Cells colored by class:
Drawn at 4 px/µm.
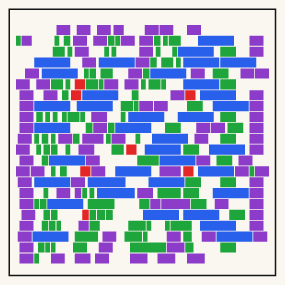
The metal 3 layer:
Drawn at 6 px/µm.
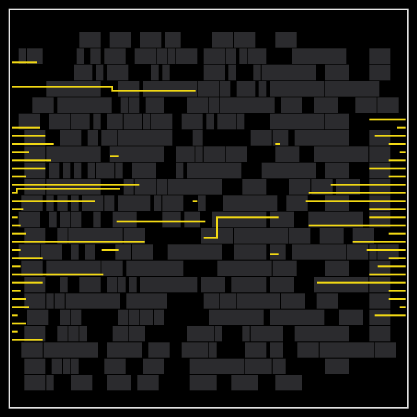
Wires at chosen ports, followed through buffers:
Drawn at 8 px/µm.
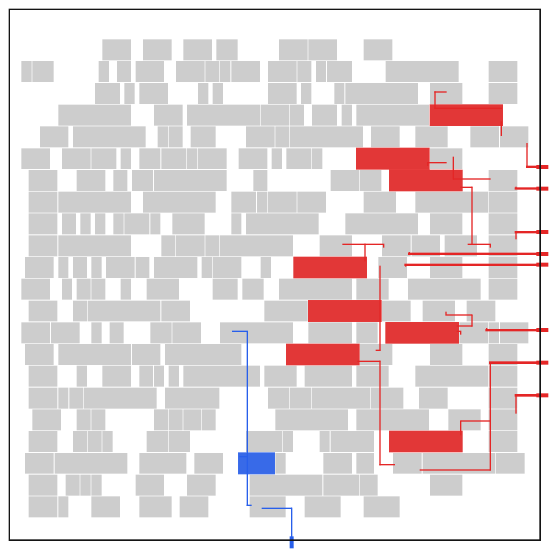
Clock nets:
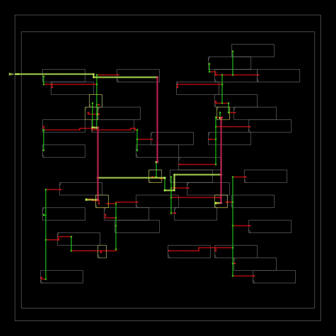
`src/rtl/apb_ram_arbiter.sv`:
```
// apb_ram_arbiter: round-robin two-requester APB master for the APB RAM slave.
// Define APB_ARB_TIMEOUT_EN to abort ACCESS after TIMEOUT cycles without PREADY.
module apb_ram_arbiter #(
    parameter int ADDR_W  = 8,
    parameter int DATA_W  = 8,
    parameter int TIMEOUT = 15
) (
    input  logic              PCLK,
    input  logic              PRESET,
    input  logic              req0_valid,
    input  logic              req0_write,
    input  logic [ADDR_W-1:0] req0_addr,
    input  logic [DATA_W-1:0] req0_wdata,
    output logic              req0_done,
    output logic              req0_err,
    output logic [DATA_W-1:0] req0_rdata,
    input  logic              req1_valid,
    input  logic              req1_write,
    input  logic [ADDR_W-1:0] req1_addr,
    input  logic [DATA_W-1:0] req1_wdata,
    output logic              req1_done,
    output logic              req1_err,
    output logic [DATA_W-1:0] req1_rdata,
    output logic              PSEL1,
    output logic              PENABLE,
    output logic              PWRITE,
    output logic [ADDR_W-1:0] PADDR,
    output logic [DATA_W-1:0] PWDATA,
    input  logic [DATA_W-1:0] PRDATA,
    input  logic              PREADY
);
    typedef enum logic [1:0] {IDLE, SETUP, ACCESS, DONE} state_t;
    state_t state, state_nxt;
    logic   gnt, pick, tmo_hit, finish;

    if (TIMEOUT < 2 || TIMEOUT > 15) begin : g_bad_timeout
        $error("apb_ram_arbiter: TIMEOUT must be within 2..15");
    end

    // gnt doubles as the last-grant pointer: on a tie the other port wins
    assign pick   = req1_valid && (!req0_valid || !gnt);
    assign finish = (state == ACCESS) && (PREADY || tmo_hit);

`ifdef APB_ARB_TIMEOUT_EN
    logic [3:0] cnt;
    logic       timed_out;
    assign tmo_hit = (state == ACCESS) && !PREADY && (cnt == 4'(TIMEOUT - 1));
    always_ff @(posedge PCLK or posedge PRESET) begin
        if (PRESET) begin
            cnt       <= '0;
            timed_out <= 1'b0;
        end else begin
            cnt       <= (state == SETUP) ? 4'd0 : (state == ACCESS && !PREADY) ? cnt + 4'd1 : cnt;
            timed_out <= finish ? tmo_hit : timed_out;
        end
    end
    assign req0_err = req0_done && timed_out;
    assign req1_err = req1_done && timed_out;
`else
    assign tmo_hit  = 1'b0;
    assign req0_err = 1'b0;
    assign req1_err = 1'b0;
`endif

    always_ff @(posedge PCLK or posedge PRESET) begin
        if (PRESET) state <= IDLE;
        else        state <= state_nxt;
    end

    always_comb begin
        state_nxt = (state == IDLE)   ? ((req0_valid || req1_valid) ? SETUP : IDLE) :
                    (state == SETUP)  ? ACCESS :
                    (state == ACCESS) ? (finish ? DONE : ACCESS) : IDLE;
    end

    always_ff @(posedge PCLK or posedge PRESET) begin
        if (PRESET) begin
            gnt        <= 1'b1;
            PWRITE     <= 1'b0;
            PADDR      <= '0;
            PWDATA     <= '0;
            req0_rdata <= '0;
            req1_rdata <= '0;
        end else begin
            if (state == IDLE && (req0_valid || req1_valid)) begin
                gnt    <= pick;
                PWRITE <= pick ? req1_write : req0_write;
                PADDR  <= pick ? req1_addr  : req0_addr;
                PWDATA <= pick ? req1_wdata : req0_wdata;
            end
            // a timeout clears the port's read data even for writes
            if (finish && !gnt && (tmo_hit || !PWRITE)) req0_rdata <= tmo_hit ? '0 : PRDATA;
            if (finish &&  gnt && (tmo_hit || !PWRITE)) req1_rdata <= tmo_hit ? '0 : PRDATA;
        end
    end

    assign PSEL1     = (state == SETUP) || (state == ACCESS);
    assign PENABLE   = (state == ACCESS);
    assign req0_done = (state == DONE) && !gnt;
    assign req1_done = (state == DONE) &&  gnt;
endmodule

```
`config.mk`:
```
export PLATFORM = sky130hd
export DESIGN_NAME = apb_ram_arbiter
export DESIGN_NICKNAME = d
export VERILOG_FILES = /design/src/rtl/apb_ram_arbiter.sv
export SDC_FILE = /design/constraint.sdc
export NUM_CORES = 1
export LEC_CHECK = 0
export CAP_MARGIN = 20
export CORE_UTILIZATION = 41
export CTS_BUF_LIST = sky130_fd_sc_hd__clkbuf_4
export DETAILED_ROUTE_END_ITERATION = 10
export GPL_ROUTABILITY_DRIVEN = 0
export GPL_TIMING_DRIVEN = 0
export PLACE_DENSITY_LB_ADDON = 0.3
export SKIP_CTS_REPAIR_TIMING = 1
export SYNTH_ARGS = -nofsm -noshare
export SYNTH_HDL_FRONTEND = slang
export SYNTH_SLANG_ARGS = --single-unit
```
`constraint.sdc`:
```
create_clock -name PCLK -period 1.67 [get_ports PCLK]
set_input_delay 0.334 -clock PCLK [delete_from_list [all_inputs] [get_ports PCLK]]
set_output_delay 0.334 -clock PCLK [all_outputs]
set_load 0.005 [all_outputs]
```
==> results.json <==
{
  "worstPathBufferInverterCount": 2,
  "power_density_nw_per_um2": 1580,
  "drtIter0Drc": 59,
  "adder_share_pct": 2.96,
  "lay_top_count": "clkdlybuf4s50_1",
  "dr.pass1.iters": 4,
  "syn-cell-area_um2": 1690,
  "ys_cells": 149,
  "grt_pass1_vias": 1389,
  "ys_seq_share_pct": 53.4,
  "clk_latency_ns": 0.33,
  "die_area_um2": 4380,
  "dieHeight_um": 66.2,
  "period_minus_slack_ns": 1.62,
  "layout.cells.non_filler": 291,
  "worstPathMaxFanout": 3,
  "port-buffer-count": 83,
  "worst_pin_slew_ns": 0.828,
  "top_area_cell": "dfrtp_1",
  "outcome": "completed",
  "worstSetupPathType": "reg2out",
  "cts_tree": "built",
  "comb-cell-share_pct": 26.2,
  "nClkBuffers": 6,
  "drc": 0,
  "drv_slew": 0,
  "syn_area_per_cell_um2": 11.3,
  "cts_sinks": 36,
  "xor_share_pct": 0,
  "setup_tns_ns": 0,
  "num-fill-cells": 316,
  "post-route-util_pct": 71.1,
  "grt_util_all_layers_pct": 20.2,
  "wire_per_inst_um": 13.7,
  "grt_max_degree": 23,
  "ys_types": 24,
  "design.seq.count": 36,
  "detail-route-antenna-nets": 0,
  "clk_share_pct": 1.85,
  "cts-root-buf": "clkbuf_4",
  "synthToLayoutAreaGrowth_pct": 60.0,
  "antenna_found_initial": 0,
  "multi_input_comb_cells": 102,
  "ys_sh_mux_pct": 10.7,
  "maxCapViolCount": 0,
  "cp_cell_sequence": "inv_2, ha_1, dlymetal6s2s_1",
  "largestClassByArea": "buffers",
  "core_um2": 3800,
  "ys.flops": 36,
  "antennaDiodeCount": 0,
  "seq-cell-share_pct": 33.4,
  "fin_skew_ns": 0.00483,
  "final_area_um2": 2700,
  "worstSetupPathDepth": 3,
  "yosys_area_um2": 1690,
  "fmax_ghz": 0.618,
  "finalNetCount": 294,
  "cpLargestDelayFamily": "flip-flops",
  "hpwlAfterDp_um": 3040,
  "finalClockPeriodUsage_pct": 96.9,
  "area_leaders": "dfrtp_1 (52%), mux2_2 (11%), a21oi_1 (7.4%)",
  "leakage_nw": 1.20,
  "ys_sh_simple_pct": 10.4,
  "hold_slack_ns": 0.458,
  "power_mw": 4.27,
  "setup_ws_ns": 0.0519,
  "io_pins": 86,
  "critical-path-slowest-cell": "dfrtp_1",
  "signal_buffers": 95,
  "setup_viol": 0,
  "n_all_inverters": 3,
  "top_logic_kind": "AND-OR/OR-AND gates",
  "report.final.hold_viol_count": 0,
  "ir_drop_uv": 851,
  "rows": 22
}
Back to the opening pictures, 'cells colored by class':
blue -> flops  # cells 36, share of their area 34%
red -> clock drivers and dummy loads  # cells 7, share of their area 1.9%
purple -> other buffers and delay cells  # cells 95, share of their area 37%
green -> combinational and other logic  # cells 105, share of their area 27%

Back to the opening pictures, 'the metal 3 layer':
share of all routed wire = 9.5%
nets with wire on the layer = 55
main direction = horizontal
longest straight run = 21.8 µm
met3 usage: 6.90%
Vias: 1431

Back to the opening pictures, 'wires at chosen ports, followed through buffers':
blue -> PSEL1  # bits 1, direction output, end cells 1, buffers 1, wire 32.2 µm
red -> req0_rdata  # bits 8, direction output, end cells 8, buffers 8, wire 166 µm

Back to the opening pictures, 'clock nets':
Num CTS Buffers: 5
P_clk: 0.438 mW

[path summary, 6_finish.rpt]
| path | startpoint | endpoint | slack (ns) |
|---|---|---|---|
| min | PRESET | req0_rdata[0] | 0.46 |
| min reg2reg | req0_rdata[3] | req0_rdata[3] | 0.51 |
| max | state[0] | PSEL1 | 0.05 |
| min in group PCLK | req0_rdata[3] | req0_rdata[3] | 0.51 |
| max reg2reg | state[0] | req0_rdata[5] | 0.09 |
| max in group asynchronous | PRESET | req1_rdata[3] | 0.63 |
[synthesized netlist by cell type, drive strengths merged]
| cell type | number |
|---|---|
| a21bo | 1 |
| inv | 3 |
| nor3 | 1 |
| dfstp | 1 |
| nor2 | 17 |
| nor2b | 1 |
| o21a | 1 |
| mux2 | 16 |
| nand4b | 1 |
| o21ai | 1 |
| conb | 1 |
| dfrtp | 35 |
| o31ai | 1 |
| and2 | 1 |
| a21boi | 1 |
| ha | 4 |
| a21oi | 35 |
| nand2 | 18 |
| a31oi | 1 |
| buf | 9 |
[metal layers]
metal,vias up,routed length (µm),share of wire [%],global-route usage (%)
met4,0,52,1.3,7.18
met1,674,1560,39,24.0
li1,689,-,-,-
met5,-,0,0,0
met3,8,376,9.5,6.90
met2,60,1990,50,33.7
[state kept, by name (all words and copies together) (netlist names)]
register	count
PWDATA	8
gnt	1
PADDR	8
req1_rdata	8
state	2
PWRITE	1
req0_rdata	8
[where the power goes]
part,leakage [nW],switching [mW],internal [mW]
Sequential,0.419,0.246,1.32
Combinational,0.752,0.866,1.40
Clock,0.0315,0.266,0.171
Total,1.20,1.38,2.89
[logic make-up (layout without fill, tap and decap cells)]
kind of cell | count (synthesis) | after routing
flops | 36 | 36
buf+inv | 12 | 105
mux | 16 | 16
compound gates | 41 | 41
simple gates | 39 | 39
other cells | 1 | 2
fa+ha+maj | 4 | 4
Power figures rest on the tool's default switching activity, not on a simulated workload.
